===== src/rtl/atm_pkg.sv =====
// rtl/atm_pkg.sv - shared state, opcode and status encodings for the ATM session controller
package atm_pkg;

    typedef enum logic [2:0] {
        S_IDLE,
        S_PIN,
        S_MENU,
        S_EXEC,
        S_DONE
    } state_t;

    localparam logic [2:0] OP_DEPOSIT  = 3'b000;
    localparam logic [2:0] OP_WITHDRAW = 3'b001;
    localparam logic [2:0] OP_BALANCE  = 3'b010;
    localparam logic [2:0] OP_TRANSFER = 3'b011;
    localparam logic [2:0] OP_EXIT     = 3'b100;

    localparam logic [3:0] RSP_OK           = 4'd0;
    localparam logic [3:0] RSP_NO_ACCOUNT   = 4'd1;
    localparam logic [3:0] RSP_BAD_PIN      = 4'd2;
    localparam logic [3:0] RSP_LOCKED       = 4'd3;
    localparam logic [3:0] RSP_INSUFFICIENT = 4'd4;
    localparam logic [3:0] RSP_BAD_AMOUNT   = 4'd5;
    localparam logic [3:0] RSP_OVERFLOW     = 4'd6;
    localparam logic [3:0] RSP_TIMEOUT      = 4'd7;
    localparam logic [3:0] RSP_BAD_OP       = 4'd8;

endpackage


===== src/rtl/atm_session_ctrl_if.sv =====
// rtl/atm_session_ctrl_if.sv - table load, card, PIN, operation and response signals of the session controller
interface atm_session_ctrl_if #(
    parameter int N_ACCT = 4,
    parameter int ID_W   = 12,
    parameter int BAL_W  = 16,
    parameter int AMT_W  = 8
);
    localparam int IDX_W = $clog2(N_ACCT);

    logic             cfg_we;
    logic [IDX_W-1:0] cfg_idx;
    logic [ID_W-1:0]  cfg_id;
    logic [ID_W-1:0]  cfg_pin;
    logic [BAL_W-1:0] cfg_bal;
    logic             card_valid;
    logic [ID_W-1:0]  card_id;
    logic             pin_valid;
    logic [ID_W-1:0]  pin;
    logic             op_valid;
    logic [2:0]       op;
    logic [AMT_W-1:0] amount;
    logic [ID_W-1:0]  dst_id;
    logic             op_ready;
    logic             rsp_valid;
    logic [3:0]       rsp_status;
    logic [BAL_W-1:0] rsp_balance;
    logic [BAL_W-1:0] rsp_dst_balance;
    logic             session_active;
    logic             locked;

    modport master (
        output cfg_we, cfg_idx, cfg_id, cfg_pin, cfg_bal, card_valid, card_id,
               pin_valid, pin, op_valid, op, amount, dst_id,
        input  op_ready, rsp_valid, rsp_status, rsp_balance, rsp_dst_balance,
               session_active, locked
    );

    modport slave (
        input  cfg_we, cfg_idx, cfg_id, cfg_pin, cfg_bal, card_valid, card_id,
               pin_valid, pin, op_valid, op, amount, dst_id,
        output op_ready, rsp_valid, rsp_status, rsp_balance, rsp_dst_balance,
               session_active, locked
    );

endinterface


===== src/rtl/atm_account_bank.sv =====
// rtl/atm_account_bank.sv - account table with two ID lookups, one index read and a dual-entry balance write
module atm_account_bank
    import atm_pkg::*;
#(
    parameter int N_ACCT = 4,
    parameter int ID_W   = 12,
    parameter int BAL_W  = 16,
    localparam int IDX_W = $clog2(N_ACCT)
) (
    input  logic             clk,
    input  logic             rst,
    input  logic             cfg_we,
    input  logic [IDX_W-1:0] cfg_idx,
    input  logic [ID_W-1:0]  cfg_id,
    input  logic [ID_W-1:0]  cfg_pin,
    input  logic [BAL_W-1:0] cfg_bal,
    input  logic             lock_we,
    input  logic [IDX_W-1:0] lock_idx,
    input  logic             wr_a_en,
    input  logic [IDX_W-1:0] wr_a_idx,
    input  logic [BAL_W-1:0] wr_a_bal,
    input  logic             wr_b_en,
    input  logic [IDX_W-1:0] wr_b_idx,
    input  logic [BAL_W-1:0] wr_b_bal,
    input  logic [ID_W-1:0]  lk_a_id,
    output logic             lk_a_hit,
    output logic [IDX_W-1:0] lk_a_idx,
    output logic             lk_a_lock,
    input  logic [ID_W-1:0]  lk_b_id,
    output logic             lk_b_hit,
    output logic [IDX_W-1:0] lk_b_idx,
    output logic [BAL_W-1:0] lk_b_bal,
    input  logic [IDX_W-1:0] rd_idx,
    output logic [ID_W-1:0]  rd_pin,
    output logic [BAL_W-1:0] rd_bal
);

    logic [ID_W-1:0]  id_tab  [N_ACCT];
    logic [ID_W-1:0]  pin_tab [N_ACCT];
    logic [BAL_W-1:0] bal_tab [N_ACCT];
    logic [N_ACCT-1:0] valid_tab;
    logic [N_ACCT-1:0] lock_tab;

    // table storage: config load, lock set and the paired balance update
    always_ff @(posedge clk) begin
        if (!rst) begin
            for (int i = 0; i < N_ACCT; i++) begin
                id_tab[i]  <= '0;
                pin_tab[i] <= '0;
                bal_tab[i] <= '0;
            end
            valid_tab <= '0;
            lock_tab  <= '0;
        end else begin
            if (cfg_we && (32'(cfg_idx) < N_ACCT)) begin
                id_tab[cfg_idx]    <= cfg_id;
                pin_tab[cfg_idx]   <= cfg_pin;
                bal_tab[cfg_idx]   <= cfg_bal;
                valid_tab[cfg_idx] <= 1'b1;
                lock_tab[cfg_idx]  <= 1'b0;
            end
            if (lock_we)
                lock_tab[lock_idx] <= 1'b1;
            if (wr_a_en)
                bal_tab[wr_a_idx] <= wr_a_bal;
            if (wr_b_en)
                bal_tab[wr_b_idx] <= wr_b_bal;
        end
    end

    // ID lookups scan downward so the lowest matching index is the one kept
    always_comb begin
        lk_a_hit = 1'b0;
        lk_a_idx = '0;
        lk_b_hit = 1'b0;
        lk_b_idx = '0;
        for (int i = N_ACCT - 1; i >= 0; i--) begin
            if (valid_tab[i] && (id_tab[i] == lk_a_id)) begin
                lk_a_hit = 1'b1;
                lk_a_idx = IDX_W'(i);
            end
            if (valid_tab[i] && (id_tab[i] == lk_b_id)) begin
                lk_b_hit = 1'b1;
                lk_b_idx = IDX_W'(i);
            end
        end
    end

    assign lk_a_lock = lock_tab[lk_a_idx];
    assign lk_b_bal  = bal_tab[lk_b_idx];
    assign rd_pin    = pin_tab[rd_idx];
    assign rd_bal    = bal_tab[rd_idx];

endmodule


===== src/rtl/atm_session_ctrl.sv =====
// rtl/atm_session_ctrl.sv - ATM session FSM: card/PIN authentication, account operations, lockout and timeout
module atm_session_ctrl
    import atm_pkg::*;
#(
    parameter int N_ACCT    = 4,
    parameter int ID_W      = 12,
    parameter int BAL_W     = 16,
    parameter int AMT_W     = 8,
    parameter int PIN_TRIES = 3,
    parameter int TIMEOUT   = 255
) (
    input logic          clk,
    input logic          rst,
    atm_session_ctrl_if.slave bus
);

    localparam int IDX_W = $clog2(N_ACCT);
    localparam int CNT_W = $clog2(TIMEOUT + 1);
    localparam int TRY_W = $clog2(PIN_TRIES + 1);

    state_t           state, state_nx;
    logic [IDX_W-1:0] cur_idx;
    logic [TRY_W-1:0] tries;
    logic [CNT_W-1:0] tmo_cnt;
    logic [2:0]       op_q;
    logic [AMT_W-1:0] amt_q;
    logic [ID_W-1:0]  dst_q;

    logic             a_hit, a_lock, b_hit;
    logic [IDX_W-1:0] a_idx, b_idx;
    logic [ID_W-1:0]  src_pin;
    logic [BAL_W-1:0] src_bal, dst_bal;

    logic             rsp_fire, lock_we, wr_a_en, wr_b_en;
    logic [3:0]       rsp_st_nx;
    logic [BAL_W-1:0] rsp_bal_nx, rsp_dst_nx, wr_a_bal, wr_b_bal;

    logic [BAL_W-1:0] amt_ext, diff_a;
    logic [BAL_W:0]   sum_a, sum_b;
    logic             amt_zero, short_a, tmo_hit, last_try, activity;

    atm_account_bank #(.N_ACCT(N_ACCT), .ID_W(ID_W), .BAL_W(BAL_W)) u_bank (
        .clk      (clk),
        .rst      (rst),
        .cfg_we   (bus.cfg_we && (state == S_IDLE)),
        .cfg_idx  (bus.cfg_idx),
        .cfg_id   (bus.cfg_id),
        .cfg_pin  (bus.cfg_pin),
        .cfg_bal  (bus.cfg_bal),
        .lock_we  (lock_we),
        .lock_idx (cur_idx),
        .wr_a_en  (wr_a_en),
        .wr_a_idx (cur_idx),
        .wr_a_bal (wr_a_bal),
        .wr_b_en  (wr_b_en),
        .wr_b_idx (b_idx),
        .wr_b_bal (wr_b_bal),
        .lk_a_id  (bus.card_id),
        .lk_a_hit (a_hit),
        .lk_a_idx (a_idx),
        .lk_a_lock(a_lock),
        .lk_b_id  (dst_q),
        .lk_b_hit (b_hit),
        .lk_b_idx (b_idx),
        .lk_b_bal (dst_bal),
        .rd_idx   (cur_idx),
        .rd_pin   (src_pin),
        .rd_bal   (src_bal)
    );

    assign amt_ext  = BAL_W'(amt_q);
    assign amt_zero = (amt_q == '0);
    assign short_a  = (amt_ext > src_bal);
    assign diff_a   = src_bal - amt_ext;
    assign sum_a    = {1'b0, src_bal} + {1'b0, amt_ext};
    assign sum_b    = {1'b0, dst_bal} + {1'b0, amt_ext};
    assign tmo_hit  = (tmo_cnt == CNT_W'(TIMEOUT - 1));
    assign last_try = ((32'(tries) + 32'd1) >= PIN_TRIES);
    assign activity = ((state == S_PIN) && bus.pin_valid) || ((state == S_MENU) && bus.op_valid);

    assign bus.op_ready       = (state == S_MENU);
    assign bus.session_active = (state == S_PIN) || (state == S_MENU) || (state == S_EXEC);

    // state register
    always_ff @(posedge clk) begin
        if (!rst) state <= S_IDLE;
        else      state <= state_nx;
    end

    // next state, response content and table write strobes
    always_comb begin
        state_nx   = state;
        rsp_fire   = 1'b0;
        rsp_st_nx  = RSP_OK;
        rsp_bal_nx = '0;
        rsp_dst_nx = '0;
        lock_we    = 1'b0;
        wr_a_en    = 1'b0;
        wr_a_bal   = src_bal;
        wr_b_en    = 1'b0;
        wr_b_bal   = dst_bal;
        case (state)
            S_IDLE: if (bus.card_valid) begin
                if (!a_hit)      begin rsp_fire = 1'b1; rsp_st_nx = RSP_NO_ACCOUNT; end
                else if (a_lock) begin rsp_fire = 1'b1; rsp_st_nx = RSP_LOCKED; end
                else             state_nx = S_PIN;
            end
            S_PIN: if (bus.pin_valid) begin
                if (bus.pin == src_pin) state_nx = S_MENU;
                else if (last_try) begin
                    lock_we = 1'b1; rsp_fire = 1'b1; rsp_st_nx = RSP_LOCKED; state_nx = S_IDLE;
                end else begin
                    rsp_fire = 1'b1; rsp_st_nx = RSP_BAD_PIN;
                end
            end else if (tmo_hit) begin
                rsp_fire = 1'b1; rsp_st_nx = RSP_TIMEOUT; state_nx = S_IDLE;
            end
            S_MENU: if (bus.op_valid) state_nx = S_EXEC;
                else if (tmo_hit) begin
                    rsp_fire = 1'b1; rsp_st_nx = RSP_TIMEOUT; state_nx = S_IDLE;
                end
            S_EXEC: begin
                rsp_fire   = 1'b1;
                rsp_bal_nx = src_bal;
                state_nx   = S_DONE;
                case (op_q)
                    OP_DEPOSIT:
                        if (amt_zero)         rsp_st_nx = RSP_BAD_AMOUNT;
                        else if (sum_a[BAL_W]) rsp_st_nx = RSP_OVERFLOW;
                        else begin
                            wr_a_en = 1'b1; wr_a_bal = sum_a[BAL_W-1:0]; rsp_bal_nx = sum_a[BAL_W-1:0];
                        end
                    OP_WITHDRAW:
                        if (amt_zero)     rsp_st_nx = RSP_BAD_AMOUNT;
                        else if (short_a) rsp_st_nx = RSP_INSUFFICIENT;
                        else begin
                            wr_a_en = 1'b1; wr_a_bal = diff_a; rsp_bal_nx = diff_a;
                        end
                    OP_BALANCE: rsp_st_nx = RSP_OK;
                    OP_TRANSFER:
                        if (!b_hit) rsp_st_nx = RSP_NO_ACCOUNT;
                        else begin
                            rsp_dst_nx = dst_bal;
                            if ((b_idx == cur_idx) || amt_zero) rsp_st_nx = RSP_BAD_AMOUNT;
                            else if (short_a)                   rsp_st_nx = RSP_INSUFFICIENT;
                            else if (sum_b[BAL_W])              rsp_st_nx = RSP_OVERFLOW;
                            else begin
                                // both legs commit on the same edge or not at all
                                wr_a_en = 1'b1; wr_a_bal = diff_a;
                                wr_b_en = 1'b1; wr_b_bal = sum_b[BAL_W-1:0];
                                rsp_bal_nx = diff_a; rsp_dst_nx = sum_b[BAL_W-1:0];
                            end
                        end
                    OP_EXIT: state_nx = S_IDLE;
                    default: rsp_st_nx = RSP_BAD_OP;
                endcase
            end
            S_DONE:  state_nx = S_MENU;
            default: state_nx = S_IDLE;
        endcase
    end

    // session context, timeout counter, captured operation and response registers
    always_ff @(posedge clk) begin
        if (!rst) begin
            cur_idx             <= '0;
            tries               <= '0;
            tmo_cnt             <= '0;
            op_q                <= '0;
            amt_q               <= '0;
            dst_q               <= '0;
            bus.rsp_valid       <= 1'b0;
            bus.rsp_status      <= '0;
            bus.rsp_balance     <= '0;
            bus.rsp_dst_balance <= '0;
            bus.locked          <= 1'b0;
        end else begin
            bus.rsp_valid <= rsp_fire;
            bus.locked    <= rsp_fire && (rsp_st_nx == RSP_LOCKED);
            if (rsp_fire) begin
                bus.rsp_status      <= rsp_st_nx;
                bus.rsp_balance     <= rsp_bal_nx;
                bus.rsp_dst_balance <= rsp_dst_nx;
            end
            if ((state == S_IDLE) && bus.card_valid && a_hit) begin
                cur_idx <= a_idx;
                tries   <= '0;
            end
            if ((state == S_PIN) && bus.pin_valid && (bus.pin != src_pin))
                tries <= tries + 1'b1;
            if ((state == S_MENU) && bus.op_valid) begin
                op_q  <= bus.op;
                amt_q <= bus.amount;
                dst_q <= bus.dst_id;
            end
            if ((state_nx != state) || activity)
                tmo_cnt <= '0;
            else if ((state == S_PIN) || (state == S_MENU))
                tmo_cnt <= tmo_cnt + 1'b1;
        end
    end

endmodule

===== src/flat_wrapper.sv =====
// flat-port wrapper written by rule: the top's interface ports become plain ports
module atm_session_ctrl_flat import atm_pkg::*;
#(
    parameter int N_ACCT    = 4,
    parameter int ID_W      = 12,
    parameter int BAL_W     = 16,
    parameter int AMT_W     = 8,
    parameter int PIN_TRIES = 3,
    parameter int TIMEOUT   = 255
)
  (clk, rst, bus_cfg_we, bus_cfg_idx, bus_cfg_id, bus_cfg_pin, bus_cfg_bal, bus_card_valid, bus_card_id, bus_pin_valid, bus_pin, bus_op_valid, bus_op, bus_amount, bus_dst_id, bus_op_ready, bus_rsp_valid, bus_rsp_status, bus_rsp_balance, bus_rsp_dst_balance, bus_session_active, bus_locked);
  atm_session_ctrl_if #(.N_ACCT(N_ACCT), .ID_W(ID_W), .BAL_W(BAL_W), .AMT_W(AMT_W)) bus_i ();
  input logic clk;
  input logic rst;
  input wire logic [$bits(bus_i.cfg_we)-1:0] bus_cfg_we;
  input wire logic [$bits(bus_i.cfg_idx)-1:0] bus_cfg_idx;
  input wire logic [$bits(bus_i.cfg_id)-1:0] bus_cfg_id;
  input wire logic [$bits(bus_i.cfg_pin)-1:0] bus_cfg_pin;
  input wire logic [$bits(bus_i.cfg_bal)-1:0] bus_cfg_bal;
  input wire logic [$bits(bus_i.card_valid)-1:0] bus_card_valid;
  input wire logic [$bits(bus_i.card_id)-1:0] bus_card_id;
  input wire logic [$bits(bus_i.pin_valid)-1:0] bus_pin_valid;
  input wire logic [$bits(bus_i.pin)-1:0] bus_pin;
  input wire logic [$bits(bus_i.op_valid)-1:0] bus_op_valid;
  input wire logic [$bits(bus_i.op)-1:0] bus_op;
  input wire logic [$bits(bus_i.amount)-1:0] bus_amount;
  input wire logic [$bits(bus_i.dst_id)-1:0] bus_dst_id;
  output wire logic [$bits(bus_i.op_ready)-1:0] bus_op_ready;
  output wire logic [$bits(bus_i.rsp_valid)-1:0] bus_rsp_valid;
  output wire logic [$bits(bus_i.rsp_status)-1:0] bus_rsp_status;
  output wire logic [$bits(bus_i.rsp_balance)-1:0] bus_rsp_balance;
  output wire logic [$bits(bus_i.rsp_dst_balance)-1:0] bus_rsp_dst_balance;
  output wire logic [$bits(bus_i.session_active)-1:0] bus_session_active;
  output wire logic [$bits(bus_i.locked)-1:0] bus_locked;
  assign bus_i.cfg_we = bus_cfg_we;
  assign bus_i.cfg_idx = bus_cfg_idx;
  assign bus_i.cfg_id = bus_cfg_id;
  assign bus_i.cfg_pin = bus_cfg_pin;
  assign bus_i.cfg_bal = bus_cfg_bal;
  assign bus_i.card_valid = bus_card_valid;
  assign bus_i.card_id = bus_card_id;
  assign bus_i.pin_valid = bus_pin_valid;
  assign bus_i.pin = bus_pin;
  assign bus_i.op_valid = bus_op_valid;
  assign bus_i.op = bus_op;
  assign bus_i.amount = bus_amount;
  assign bus_i.dst_id = bus_dst_id;
  assign bus_op_ready = bus_i.op_ready;
  assign bus_rsp_valid = bus_i.rsp_valid;
  assign bus_rsp_status = bus_i.rsp_status;
  assign bus_rsp_balance = bus_i.rsp_balance;
  assign bus_rsp_dst_balance = bus_i.rsp_dst_balance;
  assign bus_session_active = bus_i.session_active;
  assign bus_locked = bus_i.locked;
  atm_session_ctrl #(.N_ACCT(N_ACCT), .ID_W(ID_W), .BAL_W(BAL_W), .AMT_W(AMT_W), .PIN_TRIES(PIN_TRIES), .TIMEOUT(TIMEOUT)) u_core (.clk(clk), .rst(rst), .bus(bus_i));
endmodule

===== config.mk =====
export PLATFORM = sky130hd
export DESIGN_NAME = atm_session_ctrl_flat
export DESIGN_NICKNAME = d
export VERILOG_FILES = /design/src/rtl/atm_pkg.sv /design/src/rtl/atm_session_ctrl_if.sv /design/src/rtl/atm_account_bank.sv /design/src/rtl/atm_session_ctrl.sv /design/src/flat_wrapper.sv
export SDC_FILE = /design/constraint.sdc
export NUM_CORES = 1
export LEC_CHECK = 0
export CAP_MARGIN = 20
export CORE_MARGIN = 2
export CORE_UTILIZATION = 47
export DETAILED_ROUTE_END_ITERATION = 16
export GPL_TIMING_DRIVEN = 0
export PLACE_DENSITY_LB_ADDON = 0.12
export RECOVER_POWER = 25
export SYNTH_ARGS = -nofsm -noshare
export SYNTH_HDL_FRONTEND = slang
export SYNTH_SLANG_ARGS = --single-unit

===== constraint.sdc =====
create_clock -name clk -period 12.9 [get_ports clk]
set_input_delay 1.935 -clock clk [delete_from_list [all_inputs] [get_ports clk]]
set_output_delay 1.935 -clock clk [all_outputs]
set_load 0.03 [all_outputs]

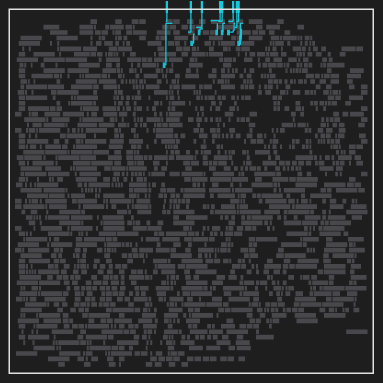
(nets reached from selected ports)
Scale: 2 px per micron.
legend:
  cyan:
    port: bus_amount
    bits: 8
    direction: input
    end_cells: 8
    wire: 138 microns

==> metrics.csv <==
metric,value,unit
Worst path depth,18,
Critical Path End Type,flop,
Post-synth regs,246,
syn nets,1611,
Power Density,103,nW/um^2
grt ovf,0,
clk_lat worst skew,570,ps
Signal inverters,59,
minimum hold slack,448,ps
setup slack at placement,4870,ps
layout cells sized above 1,0.0903,
Worst setup SP type,flop,
Slew HR,0.216,
synth unique cells,87,
Tap Cells,396,
reg2reg setup slack,4470,ps
DR iter-0 viols,1383,
final worst-path cycle share,0.653,
detailed placer's ending HPWL,38500,microns
final net count,1778,
number of enable flip-flop cells,160,
initial antenna violation count,2,
clock network area share,0.0501,
CP max-delay cell,nand3_1,
static leakage,6.39,nW
Site Rows,64,
sw frac,0.241,
leading cell category by total area,combinational gates,
CP top delay family,simple AND/OR/NAND/NOR gates,
R2R depth,18,
CTS Buf Count,27,
outcome,finished clean,
Max Clk Rate,119,MHz
worst min-delay path startpoint,u_core.bus.rsp_balance[10],
hold path cells,1,
GPL Wtd Cong,1.00,
OpenROAD warnings,37,
Post-Place Cells,2016,
CLK BUF,42,
Hold Fails Final Rpt,0,
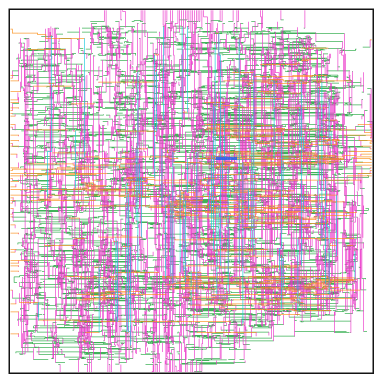
(signal wires by layer)
Scale: 2 px per micron.
legend:
  green:
    layer: met1
    wire_length: 19600 microns
  blue:
    layer: met5
    wire_length: 9.20 microns
  orange:
    layer: met3
    wire_length: 4610 microns
  magenta:
    layer: met2
    wire_length: 23.8 mm
  cyan:
    layer: met4
    wire_length: 2740 microns
all-layer global routing usage: 0.304
via count: 12.8k
Post-Route WL: 50800 microns
WL/cell: 24.5 microns

cells by family (layout without fill, tap and decap cells):
group,count (synthesis),count (layout),share of synthesized area
compound gates,325,325,0.161
xor+xnor,138,138,0.0818
fa+ha+maj,32,32,0.0286
buf+inv,139,327,0.0374
flops,246,246,0.442
mux,70,70,0.0723
other cells,0,1,0
simple gates,534,534,0.177
power by group through the flow:
stage	clock network (mW)	registers (mW)	logic, mW
CTS	0.786	0.877	0.167
finish	0.776	0.878	0.167
detailed placement	0	0.894	0.166
global placement	0	0.894	0.158
global route	0.815	0.879	0.178
floorplan	0	0.890	0.0878
sequential cells by signal (all words and copies together) (netlist names), named ones only:
name and count:
u_core.bus.rsp_valid 1, u_core.bus.rsp_balance 16, u_core.tries 2, u_core.u_bank.id_tab 48, u_core.bus.locked 1, u_core.bus.rsp_dst_balance 16
u_core.state 3, u_core.dst_q 12, u_core.op_q 3, u_core.cur_idx 2, u_core.amt_q 8, u_core.u_bank.pin_tab 48
u_core.u_bank.lock_tab 4, u_core.u_bank.bal_tab 64, u_core.tmo_cnt 8, u_core.bus.rsp_status 4, u_core.u_bank.valid_tab 4
synth_stat cells, drive strengths merged, types with 28 or more instances:
master,count,area [sq um]
dfxtp,86,1720
mux4,28,631
edfxtp,160,4800
mux2i,29,290
clkbuf,58,218
xnor2,103,902
xor2,35,307
inv,59,221
ha,29,363
nand4,31,194
a21boi,36,270
nor2,166,638
o21ai,48,255
nor3,33,181
nand2,157,597
a21oi,47,243
o22ai,37,231
per-layer routing:
layer  GRT usage  wire (microns)  vias up
met1       0.377           19600     6177
met2       0.509           23800      662
met5           0               9        -
met3      0.0673            4610      153
li1            -               -     5790
met4       0.138            2740        2
Power is estimated from default activity; no workload was simulated.
